File: src/rtl/seg7_scan_capture.sv
// Passive readback of a multiplexed active-low 7-segment bus: settles, decodes and frames four digits.
// Optional SEG7_CAPTURE_HEX_EN enables decoding of the A-F glyphs; otherwise they are flagged bad.
module seg7_scan_capture #(
    parameter int unsigned SETTLE_CYCLES = 4
) (
    input  logic        clkin,
    input  logic        rst,
    input  logic [6:0]  segments_a_to_g,
    input  logic [3:0]  finanode,
    output logic [15:0] digits,
    output logic [3:0]  blank,
    output logic [3:0]  bad,
    output logic        frame_valid,
    output logic        frame_strobe
);

    localparam int unsigned IN_W   = 11;
    localparam int unsigned STAB_W = 8;
    localparam logic [STAB_W-1:0] SETTLE = STAB_W'(SETTLE_CYCLES);

    logic [IN_W-1:0]   in_raw;
    logic [IN_W-1:0]   in_q;
    logic [STAB_W-1:0] stab;
    logic [STAB_W-1:0] stab_next;
    logic              anode_ok;
    logic [1:0]        pos;
    logic [3:0]        pos_mask;
    logic [3:0]        seen;
    logic [3:0]        seen_set;
    logic              sample;
    logic              publish;
    logic [5:0]        dec;
    logic [15:0]       sh_digits;
    logic [3:0]        sh_blank;
    logic [3:0]        sh_bad;

    // Returns {bad, blank, nibble} for an active-low segment pattern.
    function automatic logic [5:0] decode(input logic [6:0] seg);
        logic [5:0] r;
        r = 6'b10_0000;
        case (seg)
            7'h01: r = 6'h00;
            7'h4F: r = 6'h01;
            7'h12: r = 6'h02;
            7'h06: r = 6'h03;
            7'h4C: r = 6'h04;
            7'h24: r = 6'h05;
            7'h20: r = 6'h06;
            7'h0F: r = 6'h07;
            7'h00: r = 6'h08;
            7'h04: r = 6'h09;
`ifdef SEG7_CAPTURE_HEX_EN
            7'h08: r = 6'h0A;
            7'h60: r = 6'h0B;
            7'h31: r = 6'h0C;
            7'h42: r = 6'h0D;
            7'h30: r = 6'h0E;
            7'h38: r = 6'h0F;
`endif
            7'h7F: r = 6'b01_0000;
            default: r = 6'b10_0000;
        endcase
        return r;
    endfunction

    // Exactly one anode low selects a digit position.
    always_comb begin
        anode_ok = 1'b1;
        pos      = 2'd0;
        case (finanode)
            4'b1110: pos = 2'd0;
            4'b1101: pos = 2'd1;
            4'b1011: pos = 2'd2;
            4'b0111: pos = 2'd3;
            default: anode_ok = 1'b0;
        endcase
    end

    // Stability tracking; a sample fires once when the count first reaches SETTLE.
    always_comb begin
        in_raw    = {finanode, segments_a_to_g};
        stab_next = '0;
        if (in_raw == in_q && anode_ok) begin
            stab_next = (stab >= SETTLE) ? stab : stab + STAB_W'(1);
        end
        sample   = (stab_next == SETTLE) && (stab != SETTLE);
        pos_mask = 4'b0001 << pos;
        seen_set = seen | pos_mask;
        dec      = decode(segments_a_to_g);
    end

    always_ff @(posedge clkin or posedge rst) begin
        if (rst) begin
            in_q         <= '0;
            stab         <= '0;
            seen         <= '0;
            publish      <= 1'b0;
            sh_digits    <= '0;
            sh_blank     <= '0;
            sh_bad       <= '0;
            digits       <= '0;
            blank        <= '0;
            bad          <= '0;
            frame_valid  <= 1'b0;
            frame_strobe <= 1'b0;
        end else begin
            in_q         <= in_raw;
            stab         <= stab_next;
            publish      <= 1'b0;
            frame_strobe <= publish;
            // Whole-frame copy keeps the outputs coherent.
            if (publish) begin
                digits      <= sh_digits;
                blank       <= sh_blank;
                bad         <= sh_bad;
                frame_valid <= 1'b1;
            end
            if (sample) begin
                sh_digits[{pos, 2'b00} +: 4] <= dec[3:0];
                sh_blank[pos]                <= dec[4];
                sh_bad[pos]                  <= dec[5];
                if (seen_set == 4'hF) begin
                    seen    <= '0;
                    publish <= 1'b1;
                end else begin
                    seen <= seen_set;
                end
            end
        end
    end

endmodule
File: config.mk
export PLATFORM = sky130hd
export DESIGN_NAME = seg7_scan_capture
export DESIGN_NICKNAME = d
export VERILOG_FILES = /design/src/rtl/seg7_scan_capture.sv
export SDC_FILE = /design/constraint.sdc
export NUM_CORES = 1
export LEC_CHECK = 0
export CAP_MARGIN = 15
export CORE_MARGIN = 2
export CORE_UTILIZATION = 49
export CTS_BUF_LIST = sky130_fd_sc_hd__clkbuf_4 sky130_fd_sc_hd__clkbuf_8
export DETAILED_ROUTE_END_ITERATION = 6
export MAX_ROUTING_LAYER = met4
export PLACE_DENSITY = 0.71
export SLEW_MARGIN = 20
export SYNTH_ARGS = -nofsm -noshare
export SYNTH_HDL_FRONTEND = slang
export SYNTH_SLANG_ARGS = --single-unit
export TNS_END_PERCENT = 1
File: constraint.sdc
create_clock -name clkin -period 3.1 [get_ports clkin]
set_input_delay 0.62 -clock clkin [delete_from_list [all_inputs] [get_ports clkin]]
set_output_delay 0.62 -clock clkin [all_outputs]
set_load 0.02 [all_outputs]
run_1/gate_families.png
(4 px per um)
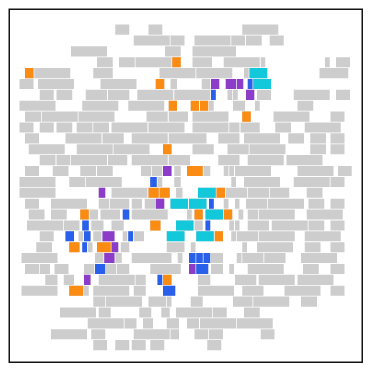
adder and majority cells -> cyan  # cells 9, most used ha_1
AND and OR gates -> orange  # cells 21
NAND gates -> blue  # cells 18
inverting AOI/OAI gates -> purple  # cells 12, most used o21ai_0

run_1/clock_map.png
(6 px per um)
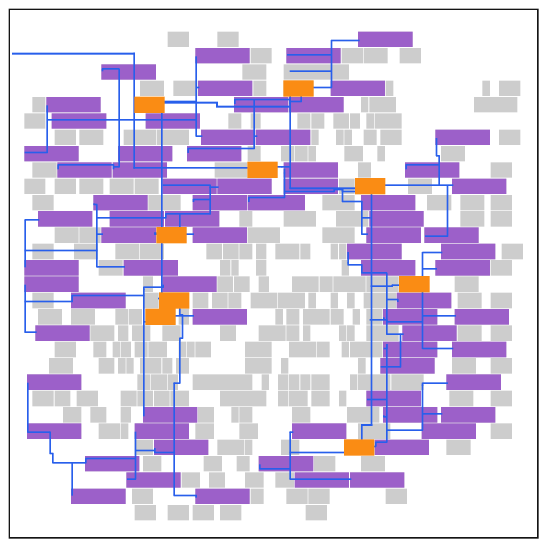
clock wires -> blue  # length 840 um
cells driving clock nets -> orange  # count 9
flip-flops -> purple  # count 74
flops lie = spread over the die
routed clock nets = 10

==> results.json, run 1 <==
{
  "coreArea_um2": 6790,
  "async_flop_share_pct": 100,
  "crit_family": "simple AND/OR/NAND/NOR gates",
  "cp_cell_sequence": "clkdlybuf4s50_1 > xor2_1 > nor4_1 > o2111a_2 > and3_1 > mux2_4",
  "mux_share_pct": 17.6,
  "dr.pass1.iters": 4,
  "finClkSkew_ps": 4.83,
  "post_drt_wl_per_cell_um": 14.3,
  "cts_buffers": 9,
  "synthAoiAreaFrac_pct": 3.85,
  "gr-usage-all-layers_pct": 17.3,
  "dr.first_iter.drc_count": 62,
  "whs_ps": 478,
  "leakagePower_nw": 1.88,
  "grt_pass1_wl_mm": 9.84,
  "dpl_cell_area_um2": 3890,
  "fin_nets": 327,
  "powerDensity_nw_per_um2": 440,
  "cts_max_level": 3,
  "n_clock_buffer": 11,
  "syn_nets": 286,
  "yosysCellCount": 264,
  "path_clk_slew_ps": 70,
  "cts_tree": "built",
  "warnings": 33,
  "comb_area_um2": 1470,
  "finalCritPeriodShare_pct": 82.8,
  "stdcell_area_um2": 4080,
  "postCtsHoldBufs": 0,
  "taps": 96,
  "fin_crit_ps": 2570,
  "cts_sinks": 74,
  "path_buffers": 1,
  "clkLatencyLatePin_ps": 330,
  "grt-ovfl-total": 0,
  "status": "completed",
  "logic_gate_count": 171,
  "synthSimpleGateAreaFrac_pct": 13.2,
  "cts.path.max_buffers": 2
}
run_1/metal_stack.png
(3 px per um) Two of the layers only.
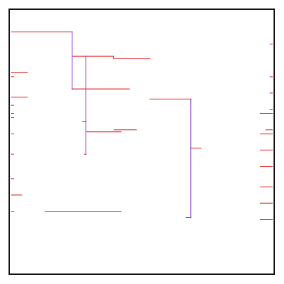
met4 -> purple  # wire length 91.1 um
met3 -> red  # wire length 182 um

## run 1: layer usage
layer / vias up / GRT usage (%) / part of all wire, %
li1: 1006 / - / -
met1: 1018 / 24.4 / 51
met2: 38 / 24.9 / 45
met3: 8 / 3.11 / 3.1
met4: 0 / 6.71 / 1.6
met5: - / - / 0
## run 1: power breakdown
part           switching (mW)  internal, mW
logic                  0.0685        0.0432
clock network           0.325         0.380
registers             0.00385         0.972
total                   0.398          1.40
## run 1: worst register-to-register path: cells and delay by family (launching register included)
kind | cells | cell delay (ps)
and+or+nand+nor | 3 | 1130
muxes | 1 | 330
adders and majority gates | 1 | 320
AOI/OAI and AO/OA | 1 | 70
buffers and inverters | 1 | 90
DFF | 1 | 370
run_1/pins.png
(4 px per um) Pins as bars across the die edge, other pins in grey.
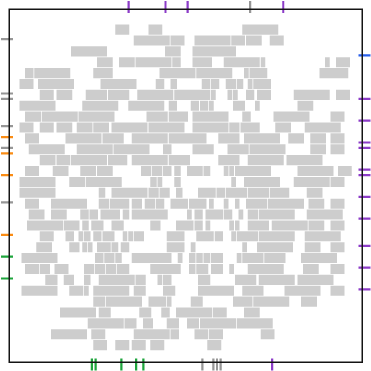

==> run 2, diff against run 1 <==
- PLACE_DENSITY: 0.71 -> 0.74
- clock period: 3.1 -> 2.2 ns (I/O delays scaled with it)
run_2/pins.png
(4 px per um) Pins as bars across the die edge, other pins in grey.
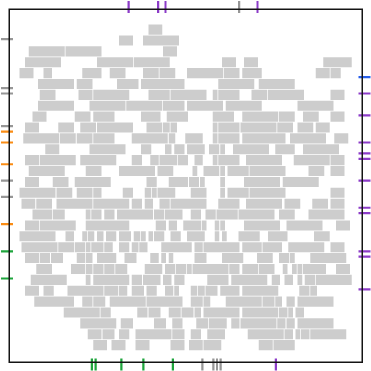
segments_a_to_g -> green  # pins 7, direction input, edge 5 bottom, 2 left
blank -> orange  # pins 4, direction output, edge left
rst -> blue  # pins 1, direction input, edge right
digits -> purple  # pins 16, direction output, edge 11 right, 4 top, 1 bottom
all pins by edge = 12 left, 12 right, 10 bottom, 5 top

run_2/final_clocks.png
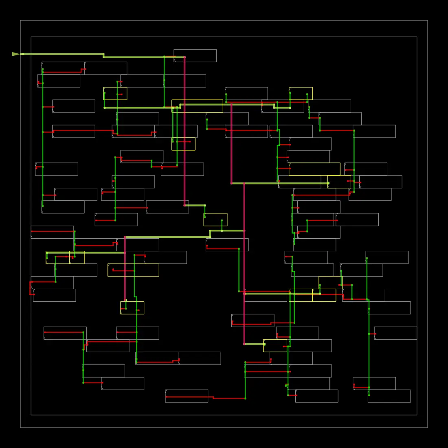
CTS Buf Count: 9
Clock Skew: 13.7 ps
clock group power: 1.30 mW
CTS sink count: 74

run_2/met4.png
(4 px per um)
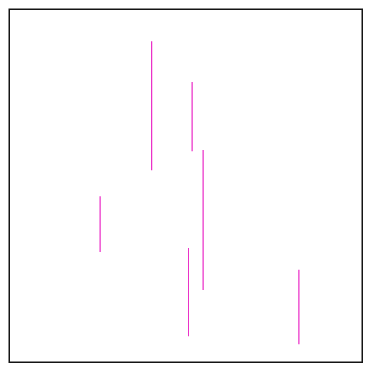
longest straight run = 34.7 um
main direction = vertical

==> run 2 against run 1 <==
Effect of this change:
- sequential power grew 41%
- worst hold slack worse by 140 ps
- die size did not move
- final cell count rose by 5.9%
- critical endpoint is now sh_digits[2]
- largest cell class unchanged
==> results.json, run 2 <==
{
  "taps": 96,
  "logic_gate_count": 171,
  "grt-ovfl-total": 0,
  "path_clk_slew_ps": 80,
  "clkLatencyLatePin_ps": 360,
  "fin_crit_ps": 2190,
  "pwr-share-seq_pct": 48.0,
  "finalCritPeriodShare_pct": 99.4,
  "fin_nets": 350,
  "powerDensity_nw_per_um2": 655,
  "top_power_group": "registers",
  "grtUsageMet2_pct": 28.0,
  "wl_met3_um": 262,
  "power_frac_comb_pct": 6.4,
  "syn_nets": 286,
  "cts_tree": "built",
  "highest_layer": "met4",
  "synthAoiAreaFrac_pct": 3.85,
  "grt_pass1_wl_mm": 10.9,
  "clkPwrFrac_pct": 45.5,
  "dpl_cell_area_um2": 4050,
  "dr.pass1.iters": 4,
  "crit_family": "simple AND/OR/NAND/NOR gates",
  "postCtsHoldBufs": 0,
  "mux_share_pct": 17.6,
  "p_int_mw": 2.26,
  "path_buffers": 2,
  "n_clock_buffer": 11,
  "grtUsageMet1_pct": 25.1,
  "netSwitchingPower_mw": 0.603,
  "netSwitchingFraction_pct": 21.1,
  "coreArea_um2": 6790,
  "leakagePower_nw": 2.05,
  "cp_cell_sequence": "inv_2 > ha_4 > nor4bb_2 > a31oi_1 > nor2_2 > buf_6 > and3_4 > mux2_4",
  "stdcell_area_um2": 4370,
  "status": "completed",
  "yosysCellCount": 264,
  "cts_max_level": 3,
  "gr-usage-all-layers_pct": 19.5,
  "pwr.group.sequential_mw": 1.38
}
## run 2: cell counts after synthesis
Identical to the previous run, type by type.
## run 2: what timing repair did
action                     4_1_cts  5_1_grt
setup buffers                    0        2
resized                          0       17
setup endpoints to repair        0       28
## run 2: worst paths after layout
path	start	end	slack, ps	cells past startpoint
max reg2reg	stab[0]	sh_digits[2]	10	8
min in group asynchronous	rst	digits[13]	530	3
min	finanode[1]	in_q[8]	340	1
min reg2reg	frame_valid	frame_valid	480	1
max	stab[0]	sh_digits[2]	10	8
max in group asynchronous	rst	blank[2]	1370	3
## run 2: per-stage QoR
step	hold slack (ps)	cells	util (%)	power, mW
floorplan	352	264	-	1.50
global placement	452	410	59.6	1.58
detailed placement	451	410	59.6	1.59
CTS	481	425	63.3	2.89
global route	333	428	64.3	2.99
finish	338	428	64.3	2.86
==> run 3, diff against run 2 <==
- CTS_CLUSTER_DIAMETER: not set -> 120
- SKIP_CTS_REPAIR_TIMING: not set -> 1
run_3/gate_families.png
(4 px per um)
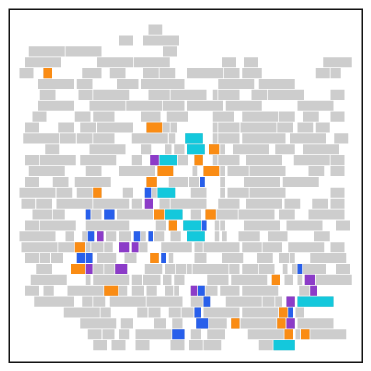
inverting AOI/OAI gates -> purple  # cells 12, most used o21ai_0
adder and majority cells -> cyan  # cells 9, most used ha_1
AND and OR gates -> orange  # cells 21, most used and2_1
NAND gates -> blue  # cells 18

run_3/pins.png
(4 px per um) Pins as bars across the die edge, other pins in grey.
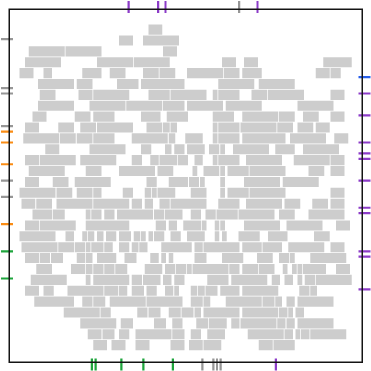
blank -> orange  # pins 4, direction output, edge left
rst -> blue  # pins 1, direction input, edge right
digits -> purple  # pins 16, direction output, edge 11 right, 4 top, 1 bottom
segments_a_to_g -> green  # pins 7, direction input, edge 5 bottom, 2 left

run_3/met4.png
(4 px per um)
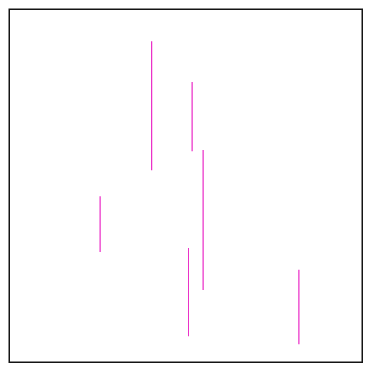
main direction = vertical
wire length on this layer = 137 um
share of all routed wire = 2.1%

==> run 3 against run 2 <==
Effect of this change:
- critical path depth stayed put
- final cell count stayed put
- wire length unchanged
- worst setup slack unchanged
- highest routed layer unchanged
==> results.json, run 3 <==
{
  "status": "completed",
  "grt_use_met3_pct": 7.45,
  "cts_sinks": 74,
  "hold_depth": 1,
  "power_mw": 2.86,
  "synthSimpleGateAreaFrac_pct": 13.2,
  "stdcell_area_um2": 4370,
  "clkLatencyLatePin_ps": 360,
  "cts_buffers": 9,
  "rr_startpoint": "stab[0]",
  "syn_nets": 286,
  "dpl_cell_area_um2": 4050,
  "min_from": "finanode[1]",
  "top_usage_layer": "met2",
  "powerDensity_nw_per_um2": 655,
  "synthAoiAreaFrac_pct": 3.85,
  "n_clock_buffer": 11,
  "grt-ovfl-total": 0,
  "holdPathEnd": "in_q[8]",
  "finClkSkew_ps": 13.7,
  "async_flop_share_pct": 100,
  "logic_gate_count": 171,
  "whs_ps": 338,
  "r2r_end": "sh_digits[2]",
  "grtUsageMet1_pct": 25.1,
  "drt-met1-wl_mm": 3.10,
  "cts.path.max_buffers": 2,
  "highest_layer": "met4",
  "grtUsageMet2_pct": 28.0,
  "finalCritPeriodShare_pct": 99.4,
  "taps": 96,
  "post_drt_wl_per_cell_um": 15.2,
  "instances_no_fill": 428,
  "coreArea_um2": 6790,
  "path_clk_slew_ps": 80,
  "fin_crit_ps": 2190,
  "wl_met2_mm": 3.00,
  "fin_nets": 350,
  "dr.pass1.iters": 4
}
-- run 3: cell counts after synthesis --
No cell type changed its count.
-- run 3: how the worst max path moves through the flow --
stage	depth (start not counted)	end	slack [ps]	from
global route	8	sh_digits[3]	-80	stab[0]
CTS	6	sh_digits[8]	0.3	finanode[3]
global placement	6	sh_digits[15]	-320	finanode[3]
detailed placement	6	sh_digits[8]	-390	finanode[3]
floorplan	8	sh_bad[0]	180	stab[0]
finish	8	sh_digits[2]	10	stab[0]
-- run 3: power by group --
part / leakage [nW] / total, mW / internal, mW / switching, mW
Clock: 0.126 / 1.30 / 0.811 / 0.494
Combinational: 0.913 / 0.184 / 0.0805 / 0.104
Sequential: 1.01 / 1.38 / 1.37 / 0.00555
Total: 2.05 / 2.86 / 2.26 / 0.603
Power and IR drop assume default switching activity.
